## src/rtl/sha3_perm_ctrl.sv

```systemverilog
// Sequences full rate blocks from the padder into the Keccak-f[1600] round datapath.
// Optional macro SHA3_PERM_CTRL_DUAL_ROUND_EN: two rounds per round_en cycle.
module sha3_perm_ctrl #(
  parameter int NUM_ROUNDS = 24,
  parameter int RIDX_W     = 5
) (
  input  logic              clk,
  input  logic              reset_n,
  input  logic              blk_valid,
  input  logic              blk_last,
  output logic              blk_ack,
  output logic              absorb,
  output logic              round_en,
  output logic [RIDX_W-1:0] round_idx,
  output logic              state_clr,
  output logic              busy,
  output logic              hash_valid,
  input  logic              hash_ack
);

`ifdef SHA3_PERM_CTRL_DUAL_ROUND_EN
  localparam int STEP = 2;
`else
  localparam int STEP = 1;
`endif
  localparam logic [RIDX_W-1:0] TERM = RIDX_W'(NUM_ROUNDS - STEP);
  localparam logic [RIDX_W-1:0] INC  = RIDX_W'(STEP);

  typedef enum logic [1:0] {IDLE, ABSORB, ROUND, DONE} state_t;

  state_t            state;
  logic [RIDX_W-1:0] cnt;
  logic              last_q;

  always_ff @(posedge clk or negedge reset_n) begin
    if (!reset_n) begin
      state      <= IDLE;
      cnt        <= '0;
      last_q     <= 1'b0;
      blk_ack    <= 1'b0;
      absorb     <= 1'b0;
      round_en   <= 1'b0;
      round_idx  <= '0;
      state_clr  <= 1'b0;
      busy       <= 1'b0;
      hash_valid <= 1'b0;
    end else begin
      // Single-cycle strobes fall back to zero unless a transition below raises them.
      blk_ack   <= 1'b0;
      absorb    <= 1'b0;
      state_clr <= 1'b0;
      case (state)
        IDLE: begin
          if (blk_valid) begin
            last_q  <= blk_last;
            blk_ack <= 1'b1;
            absorb  <= 1'b1;
            busy    <= 1'b1;
            state   <= ABSORB;
          end
        end
        ABSORB: begin
          cnt       <= '0;
          round_en  <= 1'b1;
          round_idx <= '0;
          state     <= ROUND;
        end
        ROUND: begin
          if (cnt == TERM) begin
            // cnt parks at TERM; round_idx returns to 0 with round_en.
            round_en   <= 1'b0;
            round_idx  <= '0;
            hash_valid <= last_q;
            busy       <= last_q;
            state      <= last_q ? DONE : IDLE;
          end else begin
            cnt       <= cnt + INC;
            round_idx <= cnt + INC;
          end
        end
        DONE: begin
          if (hash_ack) begin
            hash_valid <= 1'b0;
            state_clr  <= 1'b1;
            busy       <= 1'b0;
            state      <= IDLE;
          end
        end
        default: state <= IDLE;
      endcase
    end
  end

endmodule

```

## config.mk

```make
export PLATFORM = sky130hd
export DESIGN_NAME = sha3_perm_ctrl
export DESIGN_NICKNAME = d
export VERILOG_FILES = /design/src/rtl/sha3_perm_ctrl.sv
export SDC_FILE = /design/constraint.sdc
export NUM_CORES = 1
export LEC_CHECK = 0
export CORE_MARGIN = 2
export CORE_UTILIZATION = 50
export CTS_CLUSTER_DIAMETER = 40
export DETAILED_ROUTE_END_ITERATION = 7
export GPL_TIMING_DRIVEN = 0
export PLACE_DENSITY = 0.76
export RECOVER_POWER = 100
export SLEW_MARGIN = 20
export SYNTH_ARGS = -nofsm -noshare
export SYNTH_HDL_FRONTEND = slang
export SYNTH_SLANG_ARGS = --single-unit
```

## constraint.sdc

```tcl
create_clock -name clk -period 2 [get_ports clk]
set_input_delay 0.2 -clock clk [delete_from_list [all_inputs] [get_ports clk]]
set_output_delay 0.2 -clock clk [all_outputs]
set_load 0.02 [all_outputs]
```

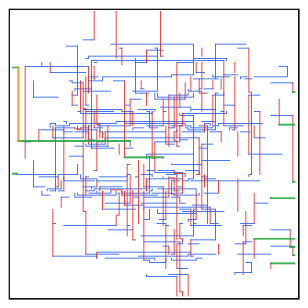
Figure 1: signal wires by layer.
Scale: 6 px per µm.
M3: marked green, wire length 45.1 µm. M4: marked orange, wire length 12.2 µm. M1: marked blue, wire length 812 µm. M2: marked red, wire length 682 µm.

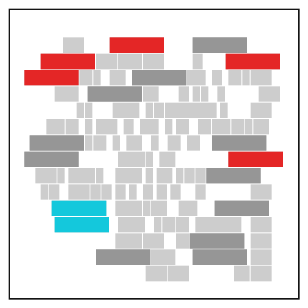
Figure 2: sequential cells grouped by signal name.
Scale: 6 px per µm. Other sequential cells in the stronger grey, the rest of the logic in the fainter grey.
round_idx: marked red, placed flops 5. state: marked cyan, placed flops 2.

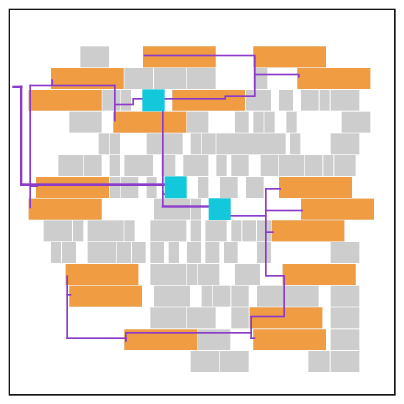
Figure 3: clock wires, drivers and flops.
Scale: 8 px per µm.
clock wires: marked purple, length 201 µm. flip-flops: marked orange, count 18. clock-net drivers: marked cyan, count 3.
There are 4 routed clock nets. Position of the flops: widely spread.

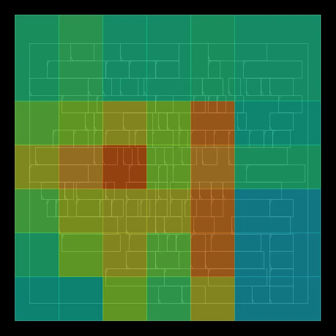
Figure 4: congestion heat map.
met2 usage: 24.27%
global route hottest layer: met2
global-route track usage on met1: 23.54%
Tot GR Track Use: 16.46%
DR WL/cell: 11.40 µm

==> impl_metrics.toml <==
# flow metrics
[status]
status = "finished clean"

[sta]
timing.fmax_mhz = 580.0
finalClockPeriodUsage_pct = 86.21
worst_pin_slew_ps = 805.2
clock_skew_ps = 2.820
slew_violations = 0
setup_tns_ps = 0
rsz0062_at_grt = "false"
hold_violations = 0

[run]
cap_violations = 0
warning_count = 31

[clock_network]
cts_tree = "built"
clk_pin_slew_ps = 90
postCtsSetupBuffers = 0
cts_made_buffers = 3
hold_buffers = 0
ctsResizeCount = 0
cts_buffer_depth = 2
clk_latency_ps = 280
clockRootBuffer = "clkbuf_4"
htree_num_levels = 1
cts.sinks = 18

[logic_synthesis]
async_flop_share_pct = 100.0
netlist_area_um2 = 968.4
aoi_share_pct = 17.18
synth-seq-cells = 18
ys_cells = 93
ys_sh_simple_pct = 13.57
edf_count = 0
top_cell_area_share_pct = 46.51
synth-main-ff-cell = "dfrtp_1"
top_logic_kind = "AND-OR/OR-AND gates"
top_area_cell = "dfrtp_1"
yosysSeqAreaShare_pct = 46.51
yosysWarnings = 0
fa_ha_area_share_pct = 9.044
syn_avg_cell_area_um2 = 10.41
syn_nets = 105

[power_and_ir_drop]
vdd_drop_max_v = 0.0006548
powerDensity_nw_per_um2 = 1163
p_int_uw = 802.7
totalPowerFinal_uw = 1351
p_seq_share_pct = 38.8
p_leak_uw = 0.0005895
p_clk_share_pct = 12.6
p_clk_uw = 170
power_leader = "combinational cells"
combinationalPowerShare_pct = 48.6
p_comb_uw = 657
switching_share_pct = 40.60

[die]
core_um2 = 1783
io_pins = 16
die_y_um = 48.01
chipWidth_um = 48.01
fp_util_pct = 54.32

[drt]
ant_nets = 0
dr.pass1.iters = 4
drt_iter0_drc = 11
wl_um = 1551
wl_met3_um = 45
wl_met1_um = 812
highest_layer = "met4"
drc = 0
met2_length_um = 682
routed_via_density = 5.103
vias = 694

[global_route]
grt_pass1_wl_um = 2622
antenna_found_initial = 0
grt_pass1_vias = 598
globalRouteMet3Util_pct = 3.396

[placed_design]
place_congestion = 0.8168
dp_hpwl_um = 1177
place.port_buffers = 15

[setup_path]
worstPathMaxFanout = 8
end_kind = "register"
crit_type = "register to register"
cp-start-kind = "register"
crit_required_ps = 2170
r2r_setup_slack_ps = 280
cp_data_arrival_time_ps = 1900

[finish]
antennaDiodeCount = 0
drive_gt1_share_pct = 9.910
fin_nets = 125
mostFrequentLayoutCells = "18 x dfrtp_1, 12 x dlygate4sd3_1, 8 x nor2_1, 8 x a21oi_1"
syn_to_final_growth_pct = 20.03

[worst_hold_path]
hold_class = "input port to asynchronous set/reset pin"
registers in the layout, indices dropped and copies added (netlist names):
register and flops:
cnt 5, last_q 1, round_en 1, hash_valid 1, state_clr 1, absorb 1, round_idx 5, busy 1
state 2
metrics by stage:
stage	area, µm²	hold WS, ps	utilization (%)	worst slack [ps]	std cells
after floorplan	968.4	-95.59	-	517.9	93
after global placement	1150	490.8	64.49	380.6	133
after detailed placement	1150	495.3	64.49	380.1	133
after CTS	1172	398.9	65.75	365.7	136
after global routing	1162	506.4	65.19	139.9	136
final	1162	444.1	65.19	275.8	136
worst paths after layout:
| check | startpoint | to | depth (start not counted) |
|---|---|---|---|
| worst max-delay path | cnt[0] | busy | 5 |
| worst min-delay path | reset_n | absorb | 1 |
| worst max register to register | cnt[0] | busy | 5 |
| worst min register to register | round_idx[3] | round_idx[3] | 1 |
| max in group asynchronous | reset_n | cnt[3] | 1 |
| min in group clk | round_idx[3] | round_idx[3] | 1 |
layout make-up:
class	instances	area, µm²
Buffer	5	27.53
Multi-Input combinational cell	63	454.2
Clock buffer	3	22.52
Fill cell	151	620.6
Sequential cell	18	450.4
Timing Repair Buffer	15	150.1
Inverter	7	26.28
Tap cell	25	31.28
cell usage after synthesis, drive strengths merged (2+ instances only):
| library cell | count |
|---|---|
| dfrtp | 18 |
| a21oi | 8 |
| nor2 | 8 |
| ha | 7 |
| inv | 7 |
| nand2 | 7 |
| o22ai | 6 |
| o21ai | 4 |
| and2 | 3 |
| buf | 3 |
| mux2 | 3 |
| a21o | 2 |
| clkbuf | 2 |
| nand3 | 2 |
| nor2b | 2 |
| xnor2 | 2 |
| xor2 | 2 |
worst max-delay path: stages, from the launching register on:
cell and delay [ps]:
dfrtp_1 440, ha_1 160, buf_2 180, nand4b_4 190
and2_0 280, o41ai_1 370
